Fig. 1: run 1, met1 routing
Drawn at 4 px/µm.
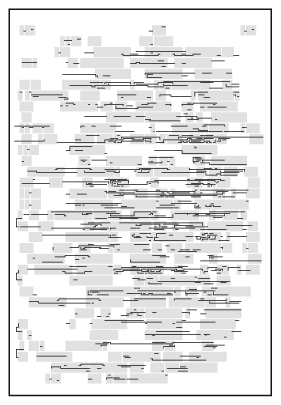
Fig. 2: run 1, met2 routing
Drawn at 4 px/µm.
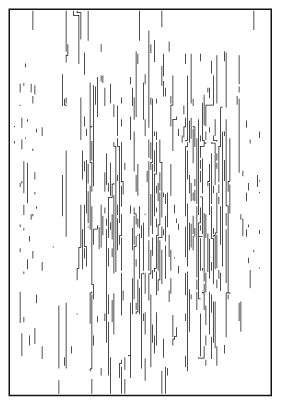
Fig. 3: run 1, M3 wires
Drawn at 3 px/µm.
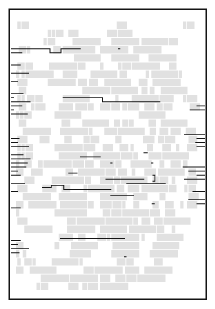
Fig. 4: run 1, the metal 4 layer
Drawn at 3 px/µm.
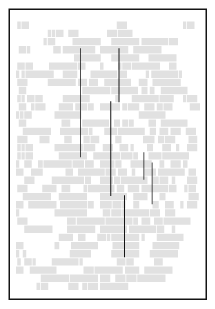
[src/rtl/uab_pio_pkg.sv]
// Shared definitions for the UAB PIO blocks (key input port and LED output port):
// register offsets, Avalon data width and the polarity-dependent idle level.
package uab_pio_pkg;

  localparam int unsigned BUS_WIDTH = 32;

  typedef enum logic [1:0] {
    REG_DATA    = 2'd0,
    REG_RSVD    = 2'd1,
    REG_IRQMASK = 2'd2,
    REG_EDGECAP = 2'd3
  } reg_offset_e;

  // Idle level of a released input: active-low keys idle high.
  function automatic logic [BUS_WIDTH-1:0] stable_reset_value(input logic capture_falling);
    return {BUS_WIDTH{capture_falling}};
  endfunction

endpackage

[src/rtl/uab_key_pio_in_if.sv]
// Avalon-MM responder bus of the key input port; the CPU side is the master.
interface uab_key_pio_in_if;
  import uab_pio_pkg::*;

  logic [1:0]           address;
  logic                 read;
  logic                 write;
  logic [BUS_WIDTH-1:0] writedata;
  logic [BUS_WIDTH-1:0] readdata;

  modport master (output address, output read, output write, output writedata,
                  input  readdata);

  modport slave  (input  address, input  read, input  write, input  writedata,
                  output readdata);

endinterface

[src/rtl/uab_debounce.sv]
// One-bit debouncer: stable only follows the synchronised input once it has
// differed for DEBOUNCE_CYCLES consecutive cycles (used when UAB_KEY_DEBOUNCE_EN is defined).
module uab_debounce #(
  parameter int unsigned DEBOUNCE_CYCLES = 50000,
  parameter logic        RESET_VALUE     = 1'b1
) (
  input  logic clk,
  input  logic rst_n,
  input  logic sync_in,
  output logic stable
);

  localparam int unsigned CNT_W = $clog2(DEBOUNCE_CYCLES);
  localparam logic [CNT_W-1:0] CNT_LAST = CNT_W'(DEBOUNCE_CYCLES - 1);

  logic [CNT_W-1:0] count;

  // Any sample agreeing with stable restarts the window, so short glitches never land.
  always_ff @(posedge clk or negedge rst_n) begin
    if (!rst_n) begin
      count  <= '0;
      stable <= RESET_VALUE;
    end else if (sync_in == stable) begin
      count <= '0;
    end else if (count == CNT_LAST) begin
      stable <= sync_in;
      count  <= '0;
    end else begin
      count <= count + CNT_W'(1);
    end
  end

endmodule

[src/rtl/uab_key_pio_in.sv]
// Key/switch input PIO: synchronise, debounce, capture edges, level irq.
// Macro UAB_KEY_DEBOUNCE_EN selects the debouncer; undefined, stable is the synchroniser output registered once.
module uab_key_pio_in
  import uab_pio_pkg::*;
#(
  parameter int unsigned WIDTH           = 8,
  parameter int unsigned DEBOUNCE_CYCLES = 50000,
  parameter int unsigned CAPTURE_FALLING = 1
) (
  input  logic             clk_clk,
  input  logic             reset_reset_n,
  uab_key_pio_in_if.slave  avs,
  input  logic [WIDTH-1:0] keys_export,
  output logic             irq
);

  localparam logic [BUS_WIDTH-1:0] RST_FULL = stable_reset_value(CAPTURE_FALLING != 0);
  localparam logic [WIDTH-1:0]     RST_VAL  = RST_FULL[WIDTH-1:0];

  logic [WIDTH-1:0]     sync_meta;
  logic [WIDTH-1:0]     sync_out;
  logic [1:0]           warm;
  logic [WIDTH-1:0]     stable;
  logic [WIDTH-1:0]     stable_d;
  logic [WIDTH-1:0]     armed;
  logic [WIDTH-1:0]     irq_mask;
  logic [WIDTH-1:0]     edgecap;
  logic [WIDTH-1:0]     edge_hit;
  logic [WIDTH-1:0]     clear_bits;
  logic                 mask_we;
  logic                 edgecap_we;
  logic [BUS_WIDTH-1:0] rd_mux;

  // warm marks when sync_out carries real pin samples rather than reset values.
  always_ff @(posedge clk_clk or negedge reset_reset_n) begin
    if (!reset_reset_n) begin
      sync_meta <= RST_VAL;
      sync_out  <= RST_VAL;
      warm      <= 2'b00;
    end else begin
      sync_meta <= keys_export;
      sync_out  <= sync_meta;
      warm      <= {warm[0], 1'b1};
    end
  end

`ifdef UAB_KEY_DEBOUNCE_EN
  for (genvar i = 0; i < WIDTH; i++) begin : g_debounce
    uab_debounce #(
      .DEBOUNCE_CYCLES (DEBOUNCE_CYCLES),
      .RESET_VALUE     (RST_VAL[i])
    ) u_debounce (
      .clk     (clk_clk),
      .rst_n   (reset_reset_n),
      .sync_in (sync_out[i]),
      .stable  (stable[i])
    );
  end
`else
  wire unused_debounce_cfg = (DEBOUNCE_CYCLES > 1);

  always_ff @(posedge clk_clk or negedge reset_reset_n) begin
    if (!reset_reset_n) begin
      stable <= RST_VAL;
    end else begin
      stable <= sync_out;
    end
  end
`endif

  if (WIDTH < BUS_WIDTH) begin : g_unused_wdata
    wire unused_wdata = ^avs.writedata[BUS_WIDTH-1:WIDTH];
  end

  // A bit only captures edges once a real sample has agreed with stable, so
  // the first acquisition after reset of a pin held away from idle is silent.
  always_comb begin
    edge_hit = '0;
    if (CAPTURE_FALLING != 0) begin
      edge_hit = stable_d & ~stable & armed;
    end else begin
      edge_hit = stable & ~stable_d & armed;
    end
  end

  always_comb begin
    mask_we    = avs.write && (avs.address == REG_IRQMASK);
    edgecap_we = avs.write && (avs.address == REG_EDGECAP);
    clear_bits = edgecap_we ? avs.writedata[WIDTH-1:0] : '0;
  end

  // New edges are OR-ed in after the clear so a colliding W1C loses.
  always_ff @(posedge clk_clk or negedge reset_reset_n) begin
    if (!reset_reset_n) begin
      stable_d <= RST_VAL;
      armed    <= '0;
      irq_mask <= '0;
      edgecap  <= '0;
    end else begin
      stable_d <= stable;
      armed    <= armed | ({WIDTH{warm[1]}} & ~(sync_out ^ stable));
      edgecap  <= (edgecap & ~clear_bits) | edge_hit;
      if (mask_we) begin
        irq_mask <= avs.writedata[WIDTH-1:0];
      end
    end
  end

  always_comb begin
    rd_mux = '0;
    case (avs.address)
      REG_DATA:    rd_mux[WIDTH-1:0] = stable;
      REG_RSVD:    rd_mux = '0;
      REG_IRQMASK: rd_mux[WIDTH-1:0] = irq_mask;
      REG_EDGECAP: rd_mux[WIDTH-1:0] = edgecap;
    endcase
  end

  // Read data is captured from pre-edge register values and held until the next read.
  always_ff @(posedge clk_clk or negedge reset_reset_n) begin
    if (!reset_reset_n) begin
      avs.readdata <= '0;
    end else if (avs.read) begin
      avs.readdata <= rd_mux;
    end
  end

  assign irq = |(edgecap & irq_mask);

endmodule

[src/flat_wrapper.sv]
// flat-port wrapper written by rule: the top's interface ports become plain ports
module uab_key_pio_in_flat import uab_pio_pkg::*;
#(
  parameter int unsigned WIDTH           = 8,
  parameter int unsigned DEBOUNCE_CYCLES = 50000,
  parameter int unsigned CAPTURE_FALLING = 1
)
  (clk_clk, reset_reset_n, keys_export, irq, avs_address, avs_read, avs_write, avs_writedata, avs_readdata);
  uab_key_pio_in_if avs_i ();
  input  logic clk_clk;
  input  logic reset_reset_n;
  input  logic [WIDTH-1:0] keys_export;
  output logic irq;
  input wire logic [$bits(avs_i.address)-1:0] avs_address;
  input wire logic [$bits(avs_i.read)-1:0] avs_read;
  input wire logic [$bits(avs_i.write)-1:0] avs_write;
  input wire logic [$bits(avs_i.writedata)-1:0] avs_writedata;
  output wire logic [$bits(avs_i.readdata)-1:0] avs_readdata;
  assign avs_i.address = avs_address;
  assign avs_i.read = avs_read;
  assign avs_i.write = avs_write;
  assign avs_i.writedata = avs_writedata;
  assign avs_readdata = avs_i.readdata;
  uab_key_pio_in #(.WIDTH(WIDTH), .DEBOUNCE_CYCLES(DEBOUNCE_CYCLES), .CAPTURE_FALLING(CAPTURE_FALLING)) u_core (.clk_clk(clk_clk), .reset_reset_n(reset_reset_n), .avs(avs_i), .keys_export(keys_export), .irq(irq));
endmodule
[config.mk]
export PLATFORM = sky130hd
export DESIGN_NAME = uab_key_pio_in_flat
export DESIGN_NICKNAME = d
export VERILOG_FILES = /design/src/rtl/uab_pio_pkg.sv /design/src/rtl/uab_key_pio_in_if.sv /design/src/rtl/uab_debounce.sv /design/src/rtl/uab_key_pio_in.sv /design/src/flat_wrapper.sv
export SDC_FILE = /design/constraint.sdc
export NUM_CORES = 1
export LEC_CHECK = 0
export CAP_MARGIN = 10
export CORE_ASPECT_RATIO = 1.5
export CORE_MARGIN = 1.5
export CORE_UTILIZATION = 45
export CTS_CLUSTER_SIZE = 14
export DETAILED_ROUTE_END_ITERATION = 12
export GPL_TIMING_DRIVEN = 0
export PLACE_DENSITY = 0.75
export SYNTH_ARGS = -nofsm -noshare
export SYNTH_HDL_FRONTEND = slang
export SYNTH_HIERARCHICAL = 1
export SYNTH_SLANG_ARGS = --single-unit
[constraint.sdc]
create_clock -name clk_clk -period 1.61 [get_ports clk_clk]
set_input_delay 0.161 -clock clk_clk [delete_from_list [all_inputs] [get_ports clk_clk]]
set_output_delay 0.161 -clock clk_clk [all_outputs]
set_load 0.005 [all_outputs]
==> flow_summary.yaml, run 1 <==
# synthesis and place-and-route metrics
drt:
  wl_met3_um: 302
  drt_iter0_markers: 62
  wl_met1_um: 1830
  ant_nets: 0
  drc: 0
  avgViaCountPerCell: 4.93
  met2_wirelength_um: 2330
placement:
  place_hpwl_um: 3080
  port_buffers: 26
  place_congestion: 0.823
power:
  pwr-share-clk_pct: 40.4
  seq_cell_power_mw: 1.92
  irDropWorstVdd_mv: 0.863
  power_density_mw_per_mm2: 1190
  leakagePower_nw: 1.46
  p_int_mw: 3.11
  p_switching_mw: 0.868
  p_clk_mw: 1.61
  comb_power_mw: 0.454
setup_path:
  cp-startpoint: "u_core/irq_mask[7]$_DFFE_PN0P_"
  worstPathRequired_ns: 1.45
  cp_top_family: "flip-flops"
  worst-path-stages: 3
  slowest_delay_ns: 0.39
  endpoint: "irq"
  path_buffers: 1
  startpoint_type: "register"
  path_cells: "a22oi_2, nand4_1, dlygate4sd2_1"
  cp-end-kind: "output port"
  critPathKind: "register to output port"
  reg2regPathDepth: 2
synth:
  xor_share_pct: 2.69
  synth-edff-count: 0
  synth.mux.area_fraction_pct: 6.53
  async_flop_share_pct: 100
  synthSimpleGateAreaFrac_pct: 6.24
  synth_area_per_cell_um2: 13.8
  ys_seq_share_pct: 64.9
  synth-seq-cells: 66
  top_cells_by_count: "dfrtp_1 (34), dfstp_2 (32), buf_4 (25)"
  yosys_warnings: 6
  yosys-stat-area_mm2: 0.00261
  ys_sh_aoi_pct: 8.83
  synthAdderAreaFrac_pct: 0
  topCellsByArea: "dfrtp_1 (33%), dfstp_2 (32%), buf_4 (7.2%)"
  synth_top_cell_by_count: "dfrtp_1"
  top_area_cell: "dfrtp_1"
  synth_cell_types: 19
  synth_top_flop_cell: "dfrtp_1"
finish:
  diodes: 0
  layout_top_cells: "dfrtp_1 (34), dfstp_2 (32), buf_4 (28)"
  syn_to_final_growth_pct: 27.9
  drive_gt1_share_pct: 37.5
  fin_util_pct: 60.3
  fillers: 463
  nNetsFinal: 300
  lay_top_count: "dfrtp_1"
job:
  maxCapViolations: 0
  tool_warnings: 50
timing:
  clock_skew_ns: 0.00534
  hold_viol: 0
  setup_viol_count_final: 0
  slew_violations: 0
  whs_ns: 0.142
  fin_crit_ns: 1.50
  worst_slew_pin_slew_ns: 0.660
global_route:
  grt_remaining_overflow: 0
  grt_util_met3_pct: 5.85
  grt_max_degree: 39
  grtUsageTotal_pct: 17.0
  grt_pass1_vias: 1653
  busiest_layer: "met2"
  met2_usage_pct: 27.3
worst_hold_path:
  hold_depth: 3
  min_path_type: "input port to register"
die:
  die_y_um: 96.2
  core_area_mm2: 0.00553
  die_w_um: 65.1
  io_pins: 79
  fp.dieArea_mm2: 0.00627
clock_tree:
  h-tree-depth: 3
  cts.sinks: 66
  cts_buffer_depth: 2
  numCtsBuffers: 9
  clock.latency.late_pin_ns: 0.34
  cts_tree: "yes"
status:
  status: "complete, no violations"
Back to the opening pictures, Fig. 1:
share of all routed wire	40%
wire length on this layer	1,830 µm
final wirelength: 4590 µm
vias: 1,623
met1 Use GR: 19.6%

Back to the opening pictures, Fig. 2:
longest straight run	33.7 µm
nets with wire on the layer	240
share of all routed wire	51%
main direction	vertical

Back to the opening pictures, Fig. 3:
share of all routed wire	6.6%
nets with wire on the layer	46
main direction	horizontal
wire length on this layer	303 µm

Back to the opening pictures, Fig. 4:
main direction	vertical
wire length on this layer	128 µm

[run 1: area by class of cell]
type	instances	area, µm²	share of cell area, %
Timing Repair Buffer	31	307	9.19
Multi-Input combinational cell	104	742	22.3
Sequential cell	66	1690	50.7
Inverter	8	30.0	0.901
Tap cell	70	87.6	2.63
Clock buffer	10	128	3.83
Buffer	34	244	7.32
Clock inverter	6	105	3.15
[run 1: stage by stage]
stage	instances	setup slack [ns]	instance area, µm²
floorplan	212	0.717	2690
global placement	308	-1.63	3040
detailed placement	309	0.239	3060
CTS	329	0.0860	3330
global route	329	0.0375	3330
finish	329	0.109	3330
[run 1: what timing repair did]
item / 4_1_cts / 5_1_grt
hold endpoints to repair: 13 / 0
gates resized: 4 / 0
buffers inserted: 3 / 0
setup endpoints to repair: 1 / 0
hold buffers: 1 / 0
==> inputs of run 2 (changes only) <==
--- a/config.mk
+++ b/config.mk
@@ -5,14 +5,16 @@
 export SDC_FILE = /design/constraint.sdc
 export NUM_CORES = 1
 export LEC_CHECK = 0
+export ABC_AREA = 1
 export CAP_MARGIN = 10
 export CORE_ASPECT_RATIO = 1.5
 export CORE_MARGIN = 1.5
 export CORE_UTILIZATION = 45
+export CTS_BUF_LIST = sky130_fd_sc_hd__clkbuf_8
 export CTS_CLUSTER_SIZE = 14
 export DETAILED_ROUTE_END_ITERATION = 12
 export GPL_TIMING_DRIVEN = 0
-export PLACE_DENSITY = 0.75
+export PLACE_DENSITY = 0.74
 export SYNTH_ARGS = -nofsm -noshare
 export SYNTH_HDL_FRONTEND = slang
 export SYNTH_HIERARCHICAL = 1
==> run 2 against run 1 <==
  * Setup slack better by 0.059 ns
  * Maximum frequency up 4.1%
  * Sequential cell count is the same
  * Synthesized area increased by 7.4%
  * Synthesized cell count rose by 51%
  * Worst hold slack gained 0.073 ns
  * First-iteration DRC count rose to 2.8 times the previous value
  * Sequential power barely moved
  * Critical endpoint unchanged
  * Cell count increased by 31%
  * Non-clock buffer count shrank 1
==> flow_summary.yaml, run 2 <==
# synthesis and place-and-route metrics
status:
  status: "complete, no violations"
timing:
  setup_viol_count_final: 0
  clock_skew_ns: 0.00609
  worst_slew_pin_slew_ns: 0.586
  worst_slack_ns: 0.168
  fin_crit_ns: 1.44
  hold_viol: 0
  whs_ns: 0.215
  slew_violations: 0
die:
  n_tap_cell: 74
  io_pins: 79
  fp.dieArea_mm2: 0.00671
setup_path:
  worstPathRequired_ns: 1.45
  worst-path-stages: 5
  endpoint: "irq"
  critPathKind: "register to output port"
  cp-end-kind: "output port"
  cp_top_family: "flip-flops"
  path_buffers: 1
  path_cells: "nand2_1, nand2_1, nor2_1, nand2_1, dlygate4sd2_1"
  reg2regPathDepth: 4
  startpoint_type: "register"
  slowest_delay_ns: 0.39
clock_tree:
  post_cts_buffers: 3
  cts_tree: "yes"
  numCtsBuffers: 9
  cts.sinks: 66
  cts_buffer_depth: 2
  h-tree-depth: 3
  cts_resized: 1
finish:
  seq_share_pct: 48.5
  drive_gt1_share_pct: 28.6
  fin_util_pct: 57.3
  num-nonclk-inverters: 23
  buffers: 64
  syn_to_final_growth_pct: 24.7
  layout_top_cells: "nand2_1 (85), dfrtp_1 (34), dfstp_2 (32)"
  lay_top_count: "nand2_1"
  flop-count: 66
  fin_area_mm2: 0.00349
  clkbuf_count: 9
  clock_area_share_pct: 5.30
  nNetsFinal: 398
  layout.area.seq_mm2: 0.00169
  dominant_cells: "registers"
  nonClkBufAreaFrac_pct: 16.5
  diodes: 0
  sh_comb_area_pct: 24.7
  combGateArea_um2: 861
placement:
  place_hpwl_um: 3490
  place_congestion: 0.827
  place_area_mm2: 0.00327
  place_worst_setup_slack_ns: 0.133
  dp.cells: 411
synth:
  yosys_warnings: 6
  synth_area_per_cell_um2: 9.83
  topCellsByArea: "dfrtp_1 (30%), dfstp_2 (30%), nand2_1 (11%)"
  top_area_cell: "dfrtp_1"
  synthAdderAreaFrac_pct: 0
  xor_share_pct: 0
  synth.mux.area_fraction_pct: 0
  synth_top_cell_by_count: "nand2_1"
  ys_sh_aoi_pct: 3.31
  ys_seq_share_pct: 60.4
  async_flop_share_pct: 100
  synth_cell_types: 22
  synth_top_flop_cell: "dfrtp_1"
  top_cells_by_count: "nand2_1 (85), dfrtp_1 (34), dfstp_2 (32)"
power:
  power_density_mw_per_mm2: 1050
  irDropWorstVdd_mv: 0.611
  comb_power_mw: 0.489
  p_int_mw: 2.76
  p_clk_mw: 1.28
  leakagePower_nw: 1.74
  seq_cell_power_mw: 1.89
  pwr-share-clk_pct: 35.0
  p_switching_mw: 0.902
worst_hold_path:
  min_path_type: "input port to register"
  hold_depth: 4
job:
  maxCapViolations: 0
  tool_warnings: 50
drt:
  avgViaCountPerCell: 4.45
  ant_nets: 0
  drc: 0
global_route:
  grt_remaining_overflow: 0
  grt_max_degree: 42
  grt_pass1_vias: 1937
  grtUsageTotal_pct: 17.5
run 2: cell types whose count changed in the layout (fill, tap and decap cells not counted), moves of 8 or more:
| cell | before | now |
|---|---|---|
| nand3_1 | 0 | 27 |
| inv_1 | 8 | 23 |
| xnor2_1 | 8 | 0 |
| o21ai_2 | 0 | 8 |
| o2bb2ai_1 | 8 | 0 |
| mux2_2 | 8 | 0 |
| mux2i_1 | 8 | 0 |
| nor2_1 | 0 | 29 |
| nand2_1 | 8 | 85 |
| o221ai_1 | 8 | 0 |
| a21o_1 | 8 | 0 |
| nand4_1 | 17 | 0 |
run 2: metal layers:
layer	vias up	track usage, %	part of all wire (%)
met2	55	28.6	53
met4	0	8.48	1.7
met5	-	0	0
met1	900	20.7	39
met3	6	4.98	5.6
li1	959	-	-
Fig. 5: run 2, met1 routing
Drawn at 4 px/µm.
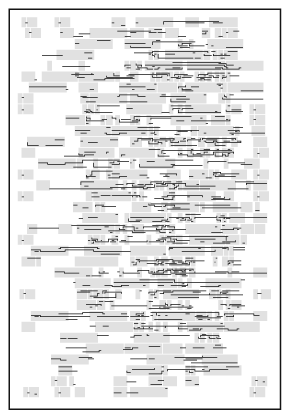
wire length on this layer	1,970 µm
longest straight run	21.6 µm
share of all routed wire	39%
main direction	horizontal
nets with wire on the layer	307
vias: 1,920
met1 Use GR: 20.7%

Fig. 6: run 2, met2 routing
Drawn at 4 px/µm.
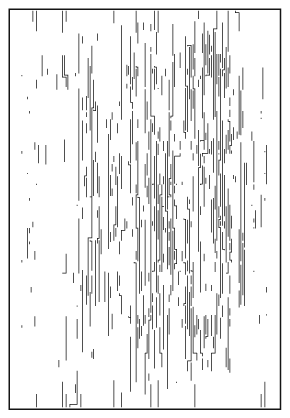
main direction	vertical
nets with wire on the layer	293
wire length on this layer	2,680 µm
met2 GRT Util: 28.6%
final wirelength: 5030 µm

Fig. 7: run 2, pin placement
Drawn at 4 px/µm. Pins as bars across the die edge, other pins in gray.
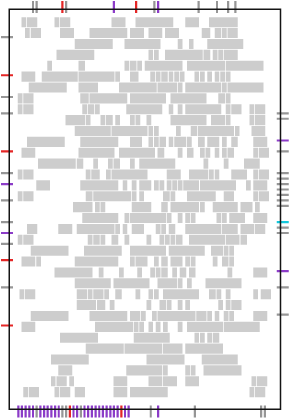
color	port	pins	direction	edge
purple	`avs_writedata`	32	input	26 bottom, 2 left, 2 top, 2 right
red	`keys_export`	8	input	4 left, 2 bottom, 2 top
cyan	`avs_write`	1	input	right
all pins by edge	36 bottom, 17 right, 14 left, 12 top
Buffers on Ports: 28
die height: 99.6 µm
Die X-Extent: 67.4 µm

Power and IR drop assume default switching activity.
